==> config.mk <==
export PLATFORM = sky130hd
export DESIGN_NAME = genius_core_param
export DESIGN_NICKNAME = d
export VERILOG_FILES = /design/src/rtl/genius_core_param.sv
export SDC_FILE = /design/constraint.sdc
export NUM_CORES = 1
export LEC_CHECK = 0
export CAP_MARGIN = 25
export CORE_AREA = 2 2 102 104
export DETAILED_ROUTE_END_ITERATION = 8
export DIE_AREA = 0 0 104 106
export GPL_ROUTABILITY_DRIVEN = 0
export PLACE_DENSITY = 0.7
export SLEW_MARGIN = 10
export SYNTH_ARGS = -nofsm -noshare
export SYNTH_HDL_FRONTEND = slang
export SYNTH_SLANG_ARGS = --single-unit
==> constraint.sdc <==
create_clock -name clock -period 3.9 [get_ports clock]
set_clock_uncertainty 0.2 [all_clocks]
set_input_delay 0.39 -clock clock [delete_from_list [all_inputs] [get_ports clock]]
set_output_delay 0.39 -clock clock [all_outputs]
set_load 0.05 [all_outputs]
Fig. 1: run 1, the metal 1 layer
Scale bar: 20 um. Supply wires on this layer in gray.
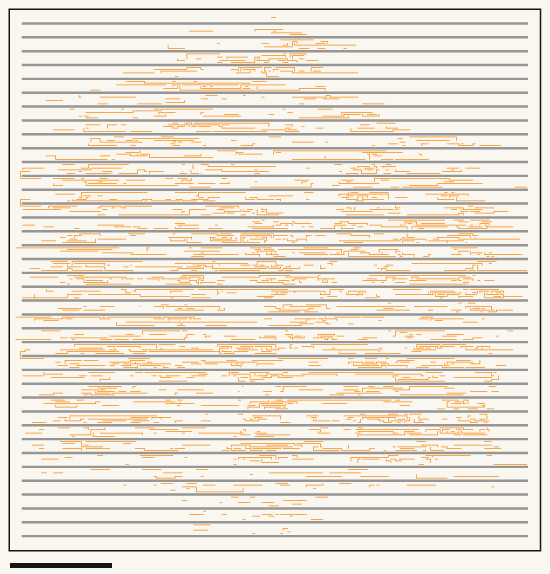
- wire length on this layer: 4,450 um
- nets with wire on the layer: 494
- share of all routed wire: 41%
M1 GR Usage: 24.70%
vias: 3,800

Fig. 2: run 1, M2 wires
Scale bar: 20 um.
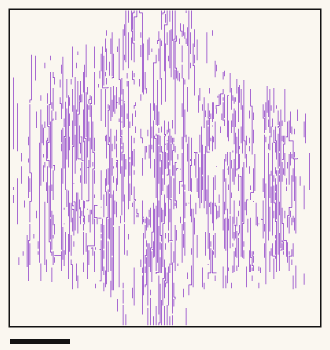
- wire length on this layer: 5,720 um
- share of all routed wire: 53%
met2 usage in global routing: 38.58%
drt total wl: 10.83 mm

Fig. 3: run 1, the metal 3 layer
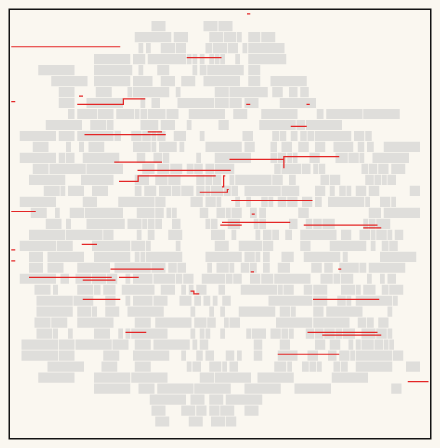
- main direction: horizontal
- share of all routed wire: 3.6%
met3 usage: 3.985%

==> impl_metrics.ini, run 1 <==
; yosys + openroad results
[clock_tree]
cts_made_buffers = 9
post_cts_buffers = 0
cts_htree_levels = 3
clkSlewWorstSetupHoldPaths_ps = 90
clockBufferDepth = 2
cts_tree = done
clockRootBuffer = clkbuf_8
cts-resized-gates = 0

[yosys]
fp_nets = 503
syn_avg_cell_area_sq_um = 10.18
yosys.area.top_type = dfrtp_1
flop_cell = dfrtp_1
edf_count = 0
syn_area_sq_um = 4896
synthCells = 481
ys_cells = 481
synthArstFlopShare_pct = 100.0
synth_flops = 90
yosys.cell_types.count = 62
top_cell_area_share_pct = 43.96
synth_chip_area_sq_um = 4896
ys_seq_share_pct = 46.10
synth.area.top_cells = dfrtp_1, mux2_2, nand2_1, nor2_1, nand3_1

[routing]
dr.pass1.iters = 4
drc_errors = 0
drt_iter0_drc = 202
via_per_inst = 5.810
wl_per_cell_um = 16.56

[grt]
grt_pass1_vias = 3931
antenna_found_initial = 0
grt_overflow = 0
track_usage_pct = 21.24
grt_pass1_wl_mm = 18.73

[critical_path]
path_cells = buf_4, mux4_2, mux2i_1, mux2_4, o32ai_1, clkdlybuf4s50_1
r2r_slack_ps = 430
slowest_delay_ps = 850
worstSetupPathType = reg2out
cp_num_cells = 6
crit_path_max_fanout = 12
cp-end-kind = output port
cp_num_buf_inv = 2
crit_slowest_cell = clkdlybuf4s50_1
cp_top_family = buffers and inverters
r2r_cells = 9

[final_timing]
relSlewSlack_pct = 45.73
hold_viol = 0
setup_viol = 0
period_used_pct = 90.95
rsz0062_at_grt = no
period_needed_ps = 3547
fin_setup_tns_ps = 0
fmax_ghz = 0.2819
drv_slew = 0

[finish]
lay_top_cells = dfrtp_1, nand2_1, nor2_1
largest_register_ffs = 32
fillCellCount = 922
layout-drive-gt1-share_pct = 14.86
nNetsFinal = 535
insertedDiodeCount = 0
lay_top_count = dfrtp_1
area_growth_pct = 13.42

[placed_design]
hpwl_mm = 7.752
place_ws_ps = 433.5
io_buffers = 33

[floorplan]
boundaryPins = 34
core_util_floorplan_pct = 48.96
die_w_um = 104
core_sq_um = 10000
die-area_sq_um = 11020

[pwr]
power_density_nw_per_um2 = 451.7
cellLeakagePower_nw = 2.377
ir_drop_v = 0.0003026

[job]
maxCapViolCount = 0
warning_count = 30

[outcome]
status = complete, no violations
[run 1: kinds of logic after synthesis]
family                   synth area share [%]
AND-OR/OR-AND                           12.09
multiplexers                            12.91
AND/OR/NAND/NOR                         21.13
XOR/XNOR                                2.326
flip-flops                              46.10
adder cells (fa/ha/maj)                 1.789
buffers and inverters                   3.655
[run 1: worst reg2reg max path, cell delays in order (launching register included)]
cell,delay (ps)
dfrtp_1,460
buf_4,260
mux4_2,530
mux2i_1,190
mux2i_1,170
a211oi_1,330
o21ai_0,250
a21oi_2,560
a211oi_1,170
a31o_2,240
[run 1: synthesized netlist by cell type (3+ instances only)]
master and instances:
nor2_1 35, a21oi_1 20, nand2_1 59, dfstp_2 4
nand3_1 24, or3_1 5, and3_1 10, xnor2_1 5
mux4_2 3, clkbuf_1 14, mux2_2 32, inv_1 11
ha_1 7, o22ai_1 3, o21ai_0 15, nor2b_1 5
buf_2 4, o211ai_1 5, mux2i_1 11, nor3_1 5
o22a_1 4, o31ai_1 9, nand2b_1 10, dfrtp_1 86
and4_1 4, or4_1 13, nand4_1 10, a31oi_1 4
xor2_1 8, mux4_1 3, a211oi_1 3, nor3b_1 4
nor4_1 6
[run 1: cell type report]
cell class | instances | area [sq um] | area share [%]
repair buffers | 46 | 420.4 | 7.571
multi-input cells | 355 | 2460 | 44.30
well taps | 136 | 170.2 | 3.064
inverters | 11 | 41.29 | 0.7436
clock inverters | 5 | 62.56 | 1.127
clock buffers | 11 | 141.4 | 2.546
flip-flops and latches | 90 | 2257 | 40.65
[run 1: metrics by stage]
step / utilization [%] / hold WS [ps] / cell area (sq um) / cells
floorplan: - / -105.6 / 4896 / 481
global placement: 53.39 / 183.0 / 5339 / 637
detailed placement: 53.39 / 180.7 / 5339 / 637
CTS: 55.53 / 202.1 / 5553 / 654
global route: 55.53 / 219.0 / 5553 / 654
finish: 55.53 / 205.8 / 5553 / 654
[run 1: power breakdown]
| group | switching (mW) | internal [mW] | total (mW) |
|---|---|---|---|
| Sequential | 0.127 | 1.04 | 1.17 |
| Combinational | 0.414 | 0.275 | 0.690 |
| Clock | 0.337 | 0.317 | 0.654 |
[run 1: per-layer routing]
layer / routed length [um] / global-route usage, % / up-vias
li1: - / - / 1849
met1: 4453 / 24.70 / 1863
met2: 5717 / 38.58 / 68
met3: 385 / 3.985 / 20
met4: 271 / 8.784 / 0
met5: 0 / 0 / -
==> run 2: changes to the inputs <==
--- a/config.mk
+++ b/config.mk
@@ -10,6 +10,7 @@
 export DETAILED_ROUTE_END_ITERATION = 8
 export DIE_AREA = 0 0 104 106
 export GPL_ROUTABILITY_DRIVEN = 0
+export GPL_TIMING_DRIVEN = 1
 export PLACE_DENSITY = 0.7
 export SLEW_MARGIN = 10
 export SYNTH_ARGS = -nofsm -noshare
Fig. 4: run 2, M2 wires
Scale bar: 20 um.
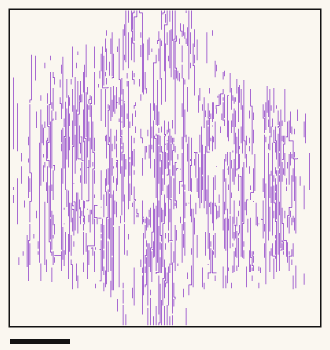
- wire length on this layer: 5,720 um
- nets with wire on the layer: 467
- share of all routed wire: 53%
- main direction: vertical
- longest straight run: 51.0 um

Fig. 5: run 2, the metal 1 layer
Scale bar: 20 um. Supply wires on this layer in gray.
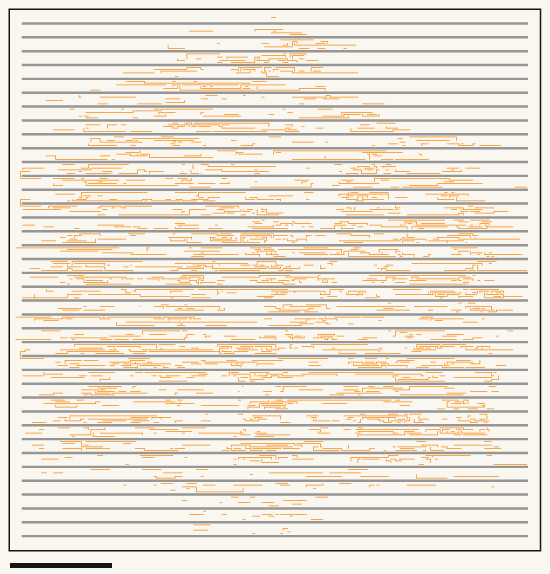
- share of all routed wire: 41%
- wire length on this layer: 4,450 um
- main direction: horizontal

==> run 2 against run 1 <==
Compared with the run above: critical path depth is the same; synthesized area is the same; combinational power is essentially flat.
==> impl_metrics.ini, run 2 <==
; yosys + openroad results
[clock_tree]
cts.sinks = 90
cts_made_buffers = 9
clockRootBuffer = clkbuf_8
clkSlewWorstSetupHoldPaths_ps = 90
clockBufferDepth = 2
post_cts_buffers = 0
cts-resized-gates = 0
cts_tree = done
cts_htree_levels = 3

[final_timing]
period_needed_ps = 3547
hold_viol = 0
period_used_pct = 90.95
relSlewSlack_pct = 45.73
setup_viol = 0
hold_ws_ps = 205.8
fmax_ghz = 0.2819
rsz0062_at_grt = no
fin_setup_tns_ps = 0
drv_slew = 0

[finish]
lay_top_cells = dfrtp_1, nand2_1, nor2_1
insertedDiodeCount = 0
area_growth_pct = 13.42
fillCellCount = 922
layout-drive-gt1-share_pct = 14.86
seq_area_sq_um = 2257
nNetsFinal = 535
logic_area_sq_um = 2460
lay_top_count = dfrtp_1
largest_register_ffs = 32

[yosys]
syn_avg_cell_area_sq_um = 10.18
yosys.cell_types.count = 62
top_cell_area_share_pct = 43.96
syn_area_sq_um = 4896
yosys.area.top_type = dfrtp_1
yosys_warnings = 0
synth.cells.most_frequent = dfrtp_1, nand2_1, nor2_1
synthCells = 481
most_common_cell = dfrtp_1
edf_count = 0
fp_nets = 503
synthArstFlopShare_pct = 100.0
ys_seq_share_pct = 46.10
flop_cell = dfrtp_1
synth_flops = 90
ys_cells = 481
synth.area.top_cells = dfrtp_1, mux2_2, nand2_1, nor2_1, nand3_1
synth_chip_area_sq_um = 4896

[pwr]
cellLeakagePower_nw = 2.377
power_density_nw_per_um2 = 451.7
ir_drop_v = 0.0003026

[job]
warning_count = 30
maxCapViolCount = 0

[routing]
drc_errors = 0
totalWireLength_mm = 10.83
dr.pass1.iters = 4
drt_iter0_drc = 202
vias = 3800
via_per_inst = 5.810

[critical_path]
r2r_cells = 9
cp_num_cells = 6
r2r_slack_ps = 430
cp_top_family = buffers and inverters
arrival_ps = 2960
slowest_delay_ps = 850
crit_slowest_cell = clkdlybuf4s50_1
worstSetupPathType = reg2out
crit_path_max_fanout = 12
path_cells = buf_4, mux4_2, mux2i_1, mux2_4, o32ai_1, clkdlybuf4s50_1
cp_num_buf_inv = 2
cp-end-kind = output port

[grt]
grt_overflow = 0
grt_pass1_vias = 3931
grt_pass1_wl_mm = 18.73
grt_max_degree = 66
antenna_found_initial = 0

[worst_hold_path]
holdPathStages = 0

[floorplan]
die_w_um = 104
die-area_sq_um = 11020
core_sq_um = 10000
boundaryPins = 34
core_util_floorplan_pct = 48.96

[outcome]
status = complete, no violations

[placed_design]
hpwl_mm = 7.752
io_buffers = 33
Fig. 6: run 2, track usage over the die
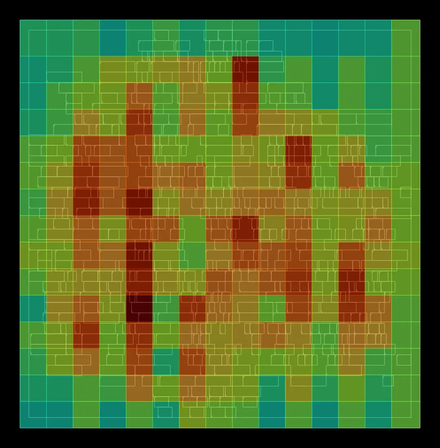
grt peak-use layer: met2
Tot GR Track Use: 21.24%
Core Util, Final: 55.53%
average wire per standard cell: 16.56 um

run 2: cell type report:
cell class              instances  share of cell area (%)
inverters                      11                  0.7436
repair buffers                 46                   7.571
multi-input cells             355                   44.30
flip-flops and latches         90                   40.65
clock buffers                  11                   2.546
well taps                     136                   3.064
clock inverters                 5                   1.127
run 2: through the flow:
step,instances,cell area [sq um],worst slack (ps)
3_5_place_dp,637,5339,433.5
6_report,654,5553,353.0
4_1_cts,654,5553,307.1
2_1_floorplan,481,4896,274.8
5_1_grt,654,5553,112.5
3_3_place_gp,637,5339,560.2
run 2: metal layers:
layer / vias to the layer above / GRT usage, % / routed length (um)
met5: - / 0 / 0
met4: 0 / 8.784 / 271
met3: 20 / 3.985 / 385
met2: 68 / 38.58 / 5717
met1: 1863 / 24.70 / 4453
li1: 1849 / - / -
run 2: where the power goes:
group          leakage, nW  switching [mW]  total [mW]  internal (mW)
Clock               0.0962           0.337       0.654          0.317
Sequential            1.19           0.127        1.17           1.04
Combinational         1.09           0.414       0.690          0.275
run 2: kinds of logic after synthesis:
group | after synthesis | synth area share, %
AND/OR/NAND/NOR | 200 | 21.13
flip-flops | 90 | 46.10
AND-OR/OR-AND | 85 | 12.09
multiplexers | 50 | 12.91
buffers and inverters | 36 | 3.655
XOR/XNOR | 13 | 2.326
adder cells (fa/ha/maj) | 7 | 1.789
Power and IR drop assume default switching activity.
